--- src/rtl/alu_seq.sv ---
// Handshaked ALU: single-cycle logic/arith/shift ops, WIDTH-cycle shift-add multiply,
// registered result with carry/overflow/illegal flags. WIDTH must be a power of two >= 8.
module alu_seq #(
  parameter int WIDTH  = 32,
  parameter bit MUL_EN = 1'b1
) (
  input  logic             clk,
  input  logic             rst_n,
  input  logic             in_valid,
  output logic             in_ready,
  input  logic [WIDTH-1:0] op1,
  input  logic [WIDTH-1:0] op2,
  input  logic [3:0]       alu_op,
  output logic             out_valid,
  input  logic             out_ready,
  output logic [WIDTH-1:0] result,
  output logic             zero,
  output logic             carry,
  output logic             overflow,
  output logic             illegal
);

  localparam int SW = $clog2(WIDTH);
  localparam int CW = SW + 1;

  typedef enum logic [1:0] {
    S_IDLE,
    S_BUSY,
    S_DONE
  } state_t;

  typedef enum logic [3:0] {
    OP_AND = 4'b0000,
    OP_OR  = 4'b0001,
    OP_ADD = 4'b0010,
    OP_MUL = 4'b0011,
    OP_SUB = 4'b0110,
    OP_LET = 4'b0111,
    OP_LSR = 4'b1000,
    OP_LSL = 4'b1001,
    OP_ASR = 4'b1010,
    OP_XOR = 4'b1101
  } op_t;

  typedef struct packed {
    logic [WIDTH-1:0] result;
    logic             zero;
    logic             carry;
    logic             overflow;
    logic             illegal;
  } res_t;

  state_t           state;
  state_t           state_next;
  logic             armed;
  logic             accept;
  logic             is_mul;
  logic             mul_last;

  res_t             comb_res;
  res_t             out_q;

  logic [WIDTH:0]   sum_ext;
  logic [WIDTH:0]   diff_ext;
  logic [SW-1:0]    shamt;

  logic [WIDTH-1:0] mcand;
  logic [WIDTH-1:0] mplr;
  logic [WIDTH-1:0] acc;
  logic [WIDTH-1:0] acc_next;
  logic [CW-1:0]    cnt;

  // Ready is withheld until the first edge after reset release.
  assign in_ready  = armed && ((state == S_IDLE) || ((state == S_DONE) && out_ready));
  assign accept    = in_valid && in_ready;
  assign is_mul    = MUL_EN && (alu_op == OP_MUL);
  assign mul_last  = (cnt == CW'(WIDTH - 1));
  assign out_valid = (state == S_DONE);

  assign result    = out_q.result;
  assign zero      = out_q.zero;
  assign carry     = out_q.carry;
  assign overflow  = out_q.overflow;
  assign illegal   = out_q.illegal;

  assign sum_ext   = {1'b0, op1} + {1'b0, op2};
  assign diff_ext  = {1'b0, op1} - {1'b0, op2};
  assign shamt     = op2[SW-1:0];
  assign acc_next  = acc + (mplr[0] ? mcand : '0);

  // Single-cycle result path; MUL (when enabled) bypasses this and uses the iterative datapath.
  always_comb begin
    // NOTE: every output of this block gets a default first, so no path can infer a latch.
    comb_res = '0;
    case (alu_op)
      OP_AND: comb_res.result = op1 & op2;
      OP_OR:  comb_res.result = op1 | op2;
      OP_XOR: comb_res.result = op1 ^ op2;
      OP_ADD: begin
        comb_res.result   = sum_ext[WIDTH-1:0];
        comb_res.carry    = sum_ext[WIDTH];
        comb_res.overflow = (op1[WIDTH-1] == op2[WIDTH-1]) &&
                            (sum_ext[WIDTH-1] != op1[WIDTH-1]);
      end
      OP_SUB: begin
        comb_res.result   = diff_ext[WIDTH-1:0];
        comb_res.carry    = ~diff_ext[WIDTH];
        comb_res.overflow = (op1[WIDTH-1] != op2[WIDTH-1]) &&
                            (diff_ext[WIDTH-1] != op1[WIDTH-1]);
      end
      OP_LET: comb_res.result = {{(WIDTH-1){1'b0}}, ($signed(op1) < $signed(op2))};
      OP_LSR: comb_res.result = op1 >> shamt;
      OP_LSL: comb_res.result = op1 << shamt;
      OP_ASR: comb_res.result = $unsigned($signed(op1) >>> shamt);
      OP_MUL: if (!MUL_EN) comb_res.illegal = 1'b1;
      default: comb_res.illegal = 1'b1;
    endcase
    comb_res.zero = ~|comb_res.result;
  end

  always_comb begin
    state_next = state;
    case (state)
      S_IDLE: if (accept) state_next = is_mul ? S_BUSY : S_DONE;
      S_BUSY: if (mul_last) state_next = S_DONE;
      S_DONE: begin
        if (out_ready) begin
          if (accept) state_next = is_mul ? S_BUSY : S_DONE;
          else        state_next = S_IDLE;
        end
      end
      default: state_next = S_IDLE;
    endcase
  end

  always_ff @(posedge clk or negedge rst_n) begin
    // NOTE: sequential state uses non-blocking assignments so every flop samples pre-edge values.
    if (!rst_n) begin
      state <= S_IDLE;
      armed <= 1'b0;
    end else begin
      state <= state_next;
      armed <= 1'b1;
    end
  end

  // Result register and shift-add multiplier: one multiplier bit consumed per BUSY cycle.
  always_ff @(posedge clk or negedge rst_n) begin
    // NOTE: datapath registers are reset too, so an aborted multiply leaves nothing behind.
    if (!rst_n) begin
      out_q <= '0;
      mcand <= '0;
      mplr  <= '0;
      acc   <= '0;
      cnt   <= '0;
    end else if (accept) begin
      if (is_mul) begin
        mcand <= op1;
        mplr  <= op2;
        acc   <= '0;
        cnt   <= '0;
      end else begin
        out_q <= comb_res;
      end
    end else if (state == S_BUSY) begin
      acc   <= acc_next;
      mcand <= mcand << 1;
      mplr  <= mplr >> 1;
      cnt   <= cnt + 1'b1;
      if (mul_last) begin
        out_q.result   <= acc_next;
        out_q.zero     <= ~|acc_next;
        out_q.carry    <= 1'b0;
        out_q.overflow <= 1'b0;
        out_q.illegal  <= 1'b0;
      end
    end
  end

endmodule

--- config.mk ---
export PLATFORM = sky130hd
export DESIGN_NAME = alu_seq
export DESIGN_NICKNAME = d
export VERILOG_FILES = /design/src/rtl/alu_seq.sv
export SDC_FILE = /design/constraint.sdc
export NUM_CORES = 1
export LEC_CHECK = 0
export ABC_AREA = 1
export CORE_MARGIN = 10
export CORE_UTILIZATION = 58
export CTS_CLUSTER_SIZE = 40
export DETAILED_ROUTE_END_ITERATION = 10
export PLACE_DENSITY = 0.78
export RECOVER_POWER = 25
export SKIP_LAST_GASP = 1
export SLEW_MARGIN = 20
export SYNTH_ARGS = -nofsm -noshare
export SYNTH_HDL_FRONTEND = slang
export SYNTH_SLANG_ARGS = --single-unit
--- constraint.sdc ---
create_clock -name clk -period 6.6 [get_ports clk]
set_input_delay 0.66 -clock clk [delete_from_list [all_inputs] [get_ports clk]]
set_output_delay 0.66 -clock clk [all_outputs]
set_load 0.01 [all_outputs]
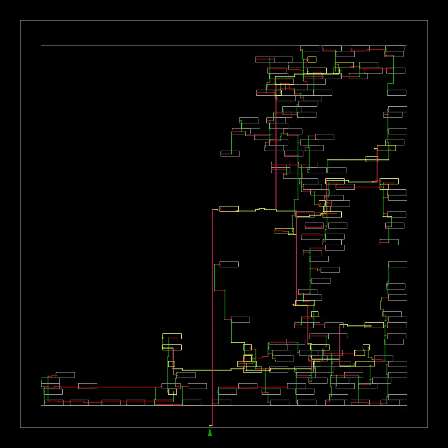
**Above:** the clock network.
clk_lat worst skew: 470 ps
clock net sink count: 141
TritonCTS buffer count: 17

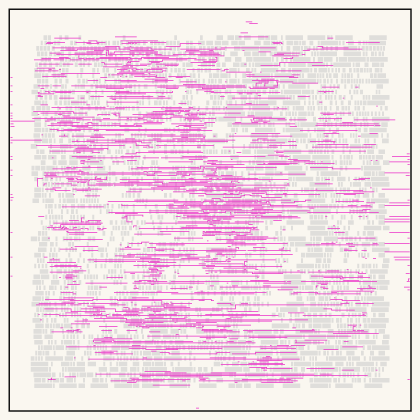
**Above:** M3 wires.
Scale: 2 px per um.
share of all routed wire = 14%
main direction = horizontal
wire length on this layer = 11500 um
longest straight run = 114 um
nets with wire on the layer = 626
drt total wl: 85000 um
grt met3 use: 10.4%

==> impl_metrics.env <==
# source this file to load flow results
export IMPL_grt_pass1_vias=21700
export IMPL_ys_seq_share_pct=18.8
export IMPL_synthAoiAreaFrac_pct=12.5
export IMPL_p_comb_mw=3.72
export IMPL_fin_crit_sh_pct=63.4
export IMPL_yosys_area_top_type="nand2_1"
export IMPL_seq_share_pct=17.2
export IMPL_dominant_cell_class="combinational gates"
export IMPL_pre_cts_ws_ps=2230
export IMPL_worstSetupStartpointType="input pin"
export IMPL_regArea_sq_um=3530
export IMPL_pin_count=110
export IMPL_synth_avg_cell_area_sq_um=5.64
export IMPL_edf_count=0
export IMPL_fmaxAchievable_mhz=239
export IMPL_reg2reg_slack_ps=3000
export IMPL_setup_violations_final=0
export IMPL_slew_violations=70
export IMPL_yosys_stat_area_sq_um=18800
export IMPL_crit_top_cell="nand2_1"
export IMPL_arrival_ps=4580
export IMPL_outcome="finished, violations left"
export IMPL_max_cap_violations=1
export IMPL_violations="max-capacitance violations, max-slew violations"
export IMPL_swShare_pct=51.5
export IMPL_cp_data_required_time_ps=6990
export IMPL_setup_tns_ps=0
export IMPL_seq_power_share_pct=25.0
